--- config.mk ---
export PLATFORM = sky130hd
export DESIGN_NAME = pipe_hazard_scoreboard_flat
export DESIGN_NICKNAME = d
export VERILOG_FILES = /design/src/rtl/pipe_hazard_scoreboard_if.sv /design/src/rtl/pipe_hazard_scoreboard.sv /design/src/flat_wrapper.sv
export SDC_FILE = /design/constraint.sdc
export NUM_CORES = 1
export LEC_CHECK = 0
export CORE_ASPECT_RATIO = 1.5
export CORE_MARGIN = 1.5
export CORE_UTILIZATION = 35
export CTS_BUF_LIST = sky130_fd_sc_hd__clkbuf_2
export CTS_CLUSTER_DIAMETER = 150
export DETAILED_ROUTE_END_ITERATION = 12
export GPL_ROUTABILITY_DRIVEN = 0
export PLACE_DENSITY = 0.63
export SYNTH_ARGS = -nofsm -noshare
export SYNTH_HDL_FRONTEND = slang
export SYNTH_SLANG_ARGS = --single-unit
--- constraint.sdc ---
create_clock -name clk -period 3.25 [get_ports clk]
set_clock_uncertainty 0.15 [all_clocks]
set_input_delay 0.65 -clock clk [delete_from_list [all_inputs] [get_ports clk]]
set_output_delay 0.65 -clock clk [all_outputs]
set_load 0.02 [all_outputs]
--- src/rtl/pipe_hazard_scoreboard_if.sv ---
// Decode-side bundle of the hazard scoreboard: ID instruction fields, pipe
// control in, and the stall / forwarding / statistics results out.
interface pipe_hazard_scoreboard_if #(
  parameter int REG_AW  = 4,
  parameter int NUM_SRC = 2,
  parameter int DEPTH   = 3,
  parameter int SEL_W   = $clog2(DEPTH + 1)
);
  logic                      id_valid;
  logic                      id_wb_en;
  logic                      id_is_load;
  logic [REG_AW-1:0]         id_dest;
  logic [NUM_SRC*REG_AW-1:0] id_src;
  logic [NUM_SRC-1:0]        id_src_used;
  logic                      flush;
  logic                      mem_busy;
  logic                      stall;
  logic [NUM_SRC*SEL_W-1:0]  fwd_sel;
  logic [31:0]               stall_cnt;

  modport master (
    output id_valid, id_wb_en, id_is_load, id_dest, id_src, id_src_used,
    output flush, mem_busy,
    input  stall, fwd_sel, stall_cnt
  );

  modport slave (
    input  id_valid, id_wb_en, id_is_load, id_dest, id_src, id_src_used,
    input  flush, mem_busy,
    output stall, fwd_sel, stall_cnt
  );
endinterface

--- src/rtl/pipe_hazard_scoreboard.sv ---
// Shift-register scoreboard of post-decode instructions (slot 0 = EXE) that
// produces per-source forwarding selects, a single stall and a stall counter.
module pipe_hazard_scoreboard #(
  parameter int REG_AW    = 4,
  parameter int DEPTH     = 3,
  parameter int NUM_SRC   = 2,
  parameter int FWD_EN    = 1,
  parameter int LOAD_SLOT = 1,
  parameter int SEL_W     = $clog2(DEPTH + 1)
) (
  input  logic                     clk,
  input  logic                     rst,
  pipe_hazard_scoreboard_if.slave  bus
);

  typedef struct packed {
    logic              valid;
    logic              wb_en;
    logic              is_load;
    logic [REG_AW-1:0] dest;
  } slot_t;

  slot_t              slots_q [DEPTH];
  slot_t              slots_d [DEPTH];
  logic [31:0]        stall_cnt_q;
  logic [31:0]        stall_cnt_d;
  logic [SEL_W-1:0]   hit_sel [NUM_SRC];
  logic [NUM_SRC-1:0] src_stall;
  logic [NUM_SRC*SEL_W-1:0] fwd_sel;
  logic               stall;

  // NOTE: every variable gets a default at the top of the block so that no
  // path leaves it unassigned, which would otherwise infer a latch.
  always_comb begin
    fwd_sel   = '0;
    src_stall = '0;
    for (int s = 0; s < NUM_SRC; s++) begin
      hit_sel[s] = '0;
      // Scan oldest to youngest so the youngest match is the last one written.
      for (int k = DEPTH - 1; k >= 0; k--) begin
        if (bus.id_valid && bus.id_src_used[s] && slots_q[k].valid &&
            slots_q[k].wb_en && slots_q[k].dest == bus.id_src[s*REG_AW +: REG_AW]) begin
          hit_sel[s]   = SEL_W'(k + 1);
          src_stall[s] = (FWD_EN == 0) || (slots_q[k].is_load && (k < LOAD_SLOT));
        end
      end
      if (FWD_EN != 0 && !src_stall[s]) begin
        fwd_sel[s*SEL_W +: SEL_W] = hit_sel[s];
      end
    end
    // A taken branch squashes the ID instruction, so its RAW hazard is moot.
    stall = bus.mem_busy | (~bus.flush & (|src_stall));
  end

  always_comb begin
    slots_d     = slots_q;
    stall_cnt_d = stall_cnt_q;
    if (stall && stall_cnt_q != 32'hFFFF_FFFF) begin
      stall_cnt_d = stall_cnt_q + 32'd1;
    end
    if (!bus.mem_busy) begin
      for (int k = DEPTH - 1; k > 0; k--) begin
        slots_d[k] = slots_q[k-1];
      end
      slots_d[0] = '0;
      if (bus.id_valid && !stall && !bus.flush) begin
        slots_d[0] = '{valid: 1'b1, wb_en: bus.id_wb_en,
                       is_load: bus.id_is_load, dest: bus.id_dest};
      end
    end
  end

  // NOTE: sequential state is written only with non-blocking assignments so
  // every flop samples the pre-edge values regardless of statement order.
  always_ff @(posedge clk) begin
    if (rst) begin
      // NOTE: the slot array is reset explicitly; its valid bits gate every
      // match, so stale contents after reset would create phantom hazards.
      for (int k = 0; k < DEPTH; k++) begin
        slots_q[k] <= '0;
      end
      stall_cnt_q <= '0;
    end else begin
      slots_q     <= slots_d;
      stall_cnt_q <= stall_cnt_d;
    end
  end

  assign bus.stall     = stall;
  assign bus.fwd_sel   = fwd_sel;
  assign bus.stall_cnt = stall_cnt_q;

endmodule

--- src/flat_wrapper.sv ---
// flat-port wrapper written by rule: the top's interface ports become plain ports
module pipe_hazard_scoreboard_flat 
#(
  parameter int REG_AW    = 4,
  parameter int DEPTH     = 3,
  parameter int NUM_SRC   = 2,
  parameter int FWD_EN    = 1,
  parameter int LOAD_SLOT = 1,
  parameter int SEL_W     = $clog2(DEPTH + 1)
)
  (clk, rst, bus_id_valid, bus_id_wb_en, bus_id_is_load, bus_id_dest, bus_id_src, bus_id_src_used, bus_flush, bus_mem_busy, bus_stall, bus_fwd_sel, bus_stall_cnt);
  pipe_hazard_scoreboard_if #(.REG_AW(REG_AW), .NUM_SRC(NUM_SRC), .DEPTH(DEPTH), .SEL_W(SEL_W)) bus_i ();
  input  logic clk;
  input  logic rst;
  input wire logic [$bits(bus_i.id_valid)-1:0] bus_id_valid;
  input wire logic [$bits(bus_i.id_wb_en)-1:0] bus_id_wb_en;
  input wire logic [$bits(bus_i.id_is_load)-1:0] bus_id_is_load;
  input wire logic [$bits(bus_i.id_dest)-1:0] bus_id_dest;
  input wire logic [$bits(bus_i.id_src)-1:0] bus_id_src;
  input wire logic [$bits(bus_i.id_src_used)-1:0] bus_id_src_used;
  input wire logic [$bits(bus_i.flush)-1:0] bus_flush;
  input wire logic [$bits(bus_i.mem_busy)-1:0] bus_mem_busy;
  output wire logic [$bits(bus_i.stall)-1:0] bus_stall;
  output wire logic [$bits(bus_i.fwd_sel)-1:0] bus_fwd_sel;
  output wire logic [$bits(bus_i.stall_cnt)-1:0] bus_stall_cnt;
  assign bus_i.id_valid = bus_id_valid;
  assign bus_i.id_wb_en = bus_id_wb_en;
  assign bus_i.id_is_load = bus_id_is_load;
  assign bus_i.id_dest = bus_id_dest;
  assign bus_i.id_src = bus_id_src;
  assign bus_i.id_src_used = bus_id_src_used;
  assign bus_i.flush = bus_flush;
  assign bus_i.mem_busy = bus_mem_busy;
  assign bus_stall = bus_i.stall;
  assign bus_fwd_sel = bus_i.fwd_sel;
  assign bus_stall_cnt = bus_i.stall_cnt;
  pipe_hazard_scoreboard #(.REG_AW(REG_AW), .DEPTH(DEPTH), .NUM_SRC(NUM_SRC), .FWD_EN(FWD_EN), .LOAD_SLOT(LOAD_SLOT), .SEL_W(SEL_W)) u_core (.clk(clk), .rst(rst), .bus(bus_i));
endmodule
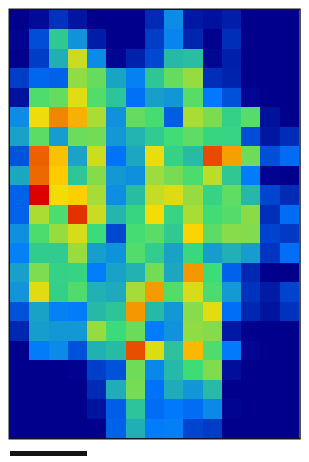
wire_density.png
The bar under the picture is 20 µm long. The die is cut into 15 by 22 equal tiles; dark blue is low, red is high, scaled to the fullest tile. Values are wire area over tile area, all layers added.
nearly empty tiles = 21%
tiles over half the peak = 28%
mean over tiles = 0.14
densest ninth of the die = west
fullest tile = 0.43
total track usage: 0.185
Avg WL per Cell: 14.8 µm
drt total wl: 7320 µm

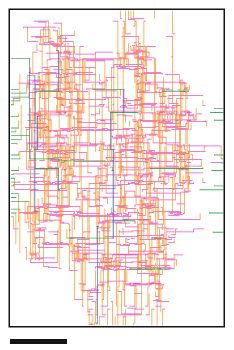
metal_stack.png
The bar under the picture is 20 µm long.
green -> met3  # wire length 246 µm
magenta -> met1  # wire length 2870 µm
orange -> met2  # wire length 4000 µm
blue -> met4  # wire length 204 µm
via count: 2690

==> flow_summary.ini <==
; physical design summary
[hold_path]
hold_path_end = u_core.bus.stall_cnt[31]

[critical_path]
worstSetupEndpointType = output port
cp.depth = 6
crit_path_cell_trace = clkdlybuf4s50_1, nand4_1, or4_4, and2_1, inv_1, clkdlybuf4s15_1
worstPathMaxFanout = 5
start_kind = primary input
arrival_ns = 2.38
r2r_setup_slack_ns = 0.68
r2r_start = u_core.slots_q[14]

[floorplanning]
ioPinCount = 58
dieWidth_um = 75.1
chipHeight_um = 111
chipArea_um2 = 8360

[final_layout]
fin_util = 0.469
nets = 413
n_fill_cell = 788
register_area_um2 = 1020
comb_area_share = 0.459
inverters = 4
buffer_area_frac = 0.204
clock_cell_area_share = 0.0105

[drt]
first_pass_iters = 4
met3_length_um = 245
viasPerCell = 5.45
initialDrtViolationCount = 134

[synthesis]
synth_flops = 51
async_flop_share = 0
flop_cell = dfxtp_1
yosysChipArea_um2 = 2730
synth.avg_cell_area_um2 = 8.51
postSynthSeqShare = 0.374
yosys.area_share.simple = 0.281

[global_routing]
grt_max_degree = 36
met3_usage = 0.0300
grt_first_pass_wirelength_um = 12100

[clock_tree]
root_buffer = clkbuf_2
tritoncts = done

[place]
dpl.cell_count = 486
place_worst_setup_slack_ns = -0.220

[power]
powerClk_mw = 0.258
pwr-share-clk = 0.255
p_leak_nw = 1.18
powerComb_mw = 0.114
p_per_area_nw_per_um2 = 284

[run_status]
status = completed

[sta]
slew_headroom = 0.584
tightestPinTransition_ns = 0.624
period_used_share = 0.979
fin_ws_ns = 0.0675
rsz0062_at_grt = false

[job]
openroad.warnings = 26
maxCapViolCount = 0
No activity file was given, so power comes from the tool's default toggle rates.
